Fig. 1: floorplan with the power grid
Pins as bars on the die edge. Tap cells in gray.
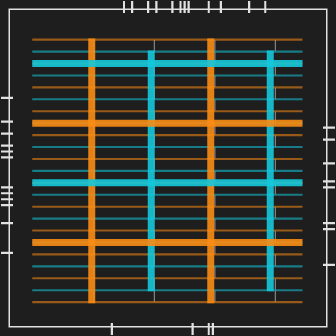
Fig. 2: placed cells, one color a class
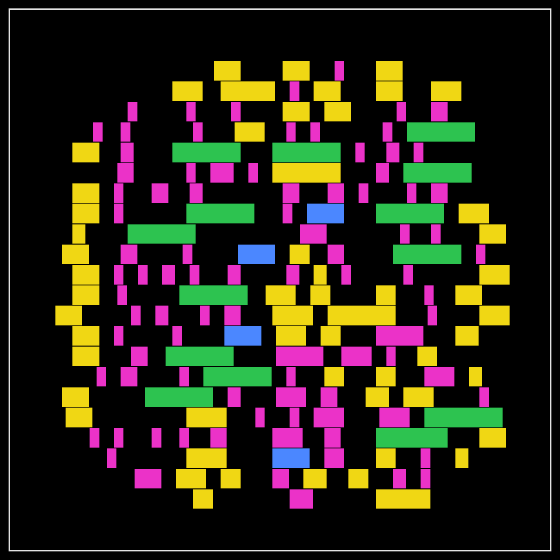
File: src/rtl/rr_arb2.sv
// Two-source round-robin arbiter with packet lock and a registered output stage.
// Only a_ready and b_ready are combinational. Every other output comes from a register.
module rr_arb2 #(
   parameter int unsigned WIDTH = 8
) (
   input  logic             clk,
   input  logic             rst_n,
   input  logic             a_valid,
   input  logic [WIDTH-1:0] a_data,
   input  logic             a_last,
   output logic             a_ready,
   input  logic             b_valid,
   input  logic [WIDTH-1:0] b_data,
   input  logic             b_last,
   output logic             b_ready,
   output logic             y_valid,
   output logic [WIDTH-1:0] y_data,
   output logic             y_last,
   output logic             sel,
   input  logic             y_ready
);

   typedef enum logic [1:0] {
      IDLE   = 2'd0,
      LOCK_A = 2'd1,
      LOCK_B = 2'd2
   } state_t;

   state_t state;
   state_t state_nxt;
   logic   last_b;
   logic   load;
   logic   grant_a;
   logic   grant_b;
   logic   a_xfer;
   logic   b_xfer;

   // Grant selection; on contention in IDLE the source not served last wins
   always_comb begin
      grant_a = 1'b0;
      grant_b = 1'b0;
      case (state)
         IDLE: begin
            if (a_valid && b_valid) begin
               grant_a = last_b;
               grant_b = !last_b;
            end else begin
               grant_a = a_valid;
               grant_b = b_valid;
            end
         end
         LOCK_A:  grant_a = 1'b1;
         LOCK_B:  grant_b = 1'b1;
         default: begin
            grant_a = 1'b0;
            grant_b = 1'b0;
         end
      endcase
   end

   assign load    = !y_valid || y_ready;
   assign a_ready = rst_n && load && grant_a;
   assign b_ready = rst_n && load && grant_b;
   assign a_xfer  = a_valid && a_ready;
   assign b_xfer  = b_valid && b_ready;

   // State register
   always_ff @(posedge clk or negedge rst_n) begin
      if (!rst_n) begin
         state <= IDLE;
      end else begin
         state <= state_nxt;
      end
   end

   // Next state: a beat without last locks its source, a last beat releases it
   always_comb begin
      state_nxt = state;
      if (a_xfer) begin
         state_nxt = a_last ? IDLE : LOCK_A;
      end else if (b_xfer) begin
         state_nxt = b_last ? IDLE : LOCK_B;
      end
   end

   // Output register and round-robin pointer
   always_ff @(posedge clk or negedge rst_n) begin
      if (!rst_n) begin
         y_valid <= 1'b0;
         y_data  <= '0;
         y_last  <= 1'b0;
         sel     <= 1'b0;
         last_b  <= 1'b1;
      end else if (load) begin
         if (a_xfer) begin
            y_valid <= 1'b1;
            y_data  <= a_data;
            y_last  <= a_last;
            sel     <= 1'b0;
            last_b  <= 1'b0;
         end else if (b_xfer) begin
            y_valid <= 1'b1;
            y_data  <= b_data;
            y_last  <= b_last;
            sel     <= 1'b1;
            last_b  <= 1'b1;
         end else begin
            y_valid <= 1'b0;
         end
      end
   end

endmodule

File: config.mk
export PLATFORM = sky130hd
export DESIGN_NAME = rr_arb2
export DESIGN_NICKNAME = d
export VERILOG_FILES = /design/src/rtl/rr_arb2.sv
export SDC_FILE = /design/constraint.sdc
export NUM_CORES = 1
export LEC_CHECK = 0
export ABC_AREA = 1
export CAP_MARGIN = 0
export CELL_PAD_IN_SITES_DETAIL_PLACEMENT = 2
export CELL_PAD_IN_SITES_GLOBAL_PLACEMENT = 2
export CORE_MARGIN = 5
export CORE_UTILIZATION = 21
export DETAILED_ROUTE_END_ITERATION = 10
export GPL_TIMING_DRIVEN = 0
export PLACE_DENSITY_LB_ADDON = 0.1
export SLEW_MARGIN = 0
export SYNTH_ARGS = -nofsm -noshare
export SYNTH_HDL_FRONTEND = slang
export SYNTH_SLANG_ARGS = --single-unit
File: constraint.sdc
create_clock -name clk -period 1.5 [get_ports clk]
set_input_delay 0.3 -clock clk [delete_from_list [all_inputs] [get_ports clk]]
set_output_delay 0.3 -clock clk [all_outputs]
set_load 0.1 [all_outputs]
==> flow_metrics.env <==
# implementation run metrics
export IMPL_grtUsageMet3=0.0222
export IMPL_pin_count=36
export IMPL_overflow=0
export IMPL_layout_top_cell="nand2_1"
export IMPL_hpwl_um=1990
export IMPL_syn_area_per_cell_um2=7.48
export IMPL_syn_area_um2=808
export IMPL_n_antenna_cell=0
export IMPL_path_class="reg2out"
export IMPL_root_buffer="clkbuf_8"
export IMPL_cp_start_kind="register"
export IMPL_r2r_slack_ps=-130
export IMPL_place_gp_congestion=0.706
export IMPL_enable_flop_cells=0
export IMPL_grtUsageMet2=0.216
export IMPL_grt_max_degree=14
export IMPL_cts_made_buffers=3
export IMPL_status="finished, violations left"
export IMPL_critPathMaxStageDelay_ps=520
export IMPL_setup_viol=15
export IMPL_fp_util=0.219
export IMPL_track_usage=0.121
export IMPL_drc=0
export IMPL_dieArea_um2=5190
export IMPL_final_antenna_net_count=0
export IMPL_ys_async_sr_fraction=1.00
export IMPL_place_port_buffers=35
export IMPL_post_dp_cell_area_um2=1230
export IMPL_max_slew_worst_pin_slew_ps=624
export IMPL_clkLatencyLatePin_ps=250
export IMPL_finalPower_mw=3.61
export IMPL_netlist_instances=108
export IMPL_powerDensity_nw_per_um2=2350
export IMPL_clock_path_buffers=2
export IMPL_antenna_found_initial=0
export IMPL_syn_to_final_growth_pct=90.6
export IMPL_violations="negative setup slack"
export IMPL_synth_nets=131
export IMPL_synth_warning_count=0
export IMPL_synth_main_ff_cell="dfrtp_1"
export IMPL_met1_usage=0.145
export IMPL_static_leakage_power_nw=0.793
export IMPL_first_pass_iters=4
export IMPL_worst_slack_ps=-256
export IMPL_relSlewSlack=0.582
export IMPL_n_fill_cell=425
export IMPL_rsz0062_at_grt="true"
export IMPL_min_path_type="in2async"
export IMPL_via_count=906
export IMPL_critPathMaxFanout=2
export IMPL_ys_cells=108
export IMPL_routed_wirelength_um=3290
export IMPL_cp_slowest_cell="dfstp_2"
## Picture notes: Fig. 1
Orange shows VSS. Cyan shows VDD.
48 tap cells. 23 met1 rails follow the rows. 4 straps on met5. 36 signal pins sit on the boundary.
chip width: 72.0 µm
Core Box Area: 3690 µm²
Die Ht: 72.0 µm
VDD IR max: 802 µV

## Picture notes: Fig. 2
Yellow shows remaining buffers and delay cells, cells 56. Blue shows clock drivers and dummy loads, cells 4. Magenta shows remaining logic cells, cells 89. Green shows registers, cells 14.
Final Cell Area: 1540 µm²
fin util: 0.418
sequential cell area share: 0.231
row count: 22

==> worst reg2reg max path: cells and delay by family (launching register included) <==
kind	cells	cell delay, ps
buffers and inverters	4	480
DFF	1	520
and+or+nand+nor	6	530
==> metrics by stage <==
stage | setup TNS (ps) | cells
6_report | -1500 | 211
5_1_grt | -2980 | 211
4_1_cts | -410 | 203
3_5_place_dp | -17780 | 191
3_3_place_gp | -18250 | 191
2_1_floorplan | -431 | 108
==> layer usage <==
metal | up-vias | wire length (µm)
met5 | - | 0
met4 | 0 | 35
met3 | 4 | 99
met2 | 25 | 1730
met1 | 431 | 1430
li1 | 446 | -
==> synth_stat cells, types with 2 or more instances <==
cell type	number	area [µm²]
buf_2	3	15.0
buf_6	2	22.5
nand4_1	9	56.3
o21ai_0	2	10.0
nand3_1	9	45.0
nand2_2	4	25.0
nand2_1	34	128
inv_1	22	82.6
dfrtp_1	13	325
==> report_power, final <==
| group | internal [mW] | total (mW) | switching (mW) | leakage [nW] |
|---|---|---|---|---|
| clock | 0.233 | 0.379 | 0.147 | 0.0288 |
| combinational | 0.764 | 2.52 | 1.76 | 0.593 |
| sequential | 0.578 | 0.709 | 0.132 | 0.171 |
==> registers in the layout (all words and copies together) (netlist names) <==
register and count:
sel 1, y_valid 1, y_data 8, last_b 1, state 2, y_last 1
==> kinds of logic after synthesis <==
family | Yosys count | share of synthesized area
flops | 14 | 0.435
buf+inv | 28 | 0.153
simple gates | 63 | 0.393
compound gates | 3 | 0.0186
==> final cells by class <==
type	count	area (µm²)	share of cell area
flip-flops and latches	14	355	0.231
well taps	48	60.1	0.0390
plain buffers	5	57.6	0.0374
multi-input cells	66	394	0.256
clock buffers	4	55.1	0.0357
inverters	23	88.8	0.0577
repair buffers	51	529	0.344
==> worst paths after layout <==
path / start / to
max: last_b$_DFFE_PN1P_ / b_ready
min: rst_n / last_b$_DFFE_PN1P_
max reg2reg: last_b$_DFFE_PN1P_ / y_last$_DFFE_PN0P_
min reg2reg: sel$_DFFE_PN0P_ / sel$_DFFE_PN0P_
max in group asynchronous: rst_n / y_valid$_DFFE_PN0N_
min in group clk: sel$_DFFE_PN0P_ / sel$_DFFE_PN0P_
==> timing repair <==
action	in CTS	in global routing
gates resized	72	17
pin swaps	8	6
gates cloned	0	2
hold endpoints to repair	13	0
setup endpoints to repair	27	15
setup buffers	7	6
hold buffers	1	0
Power is estimated from default activity; no workload was simulated.
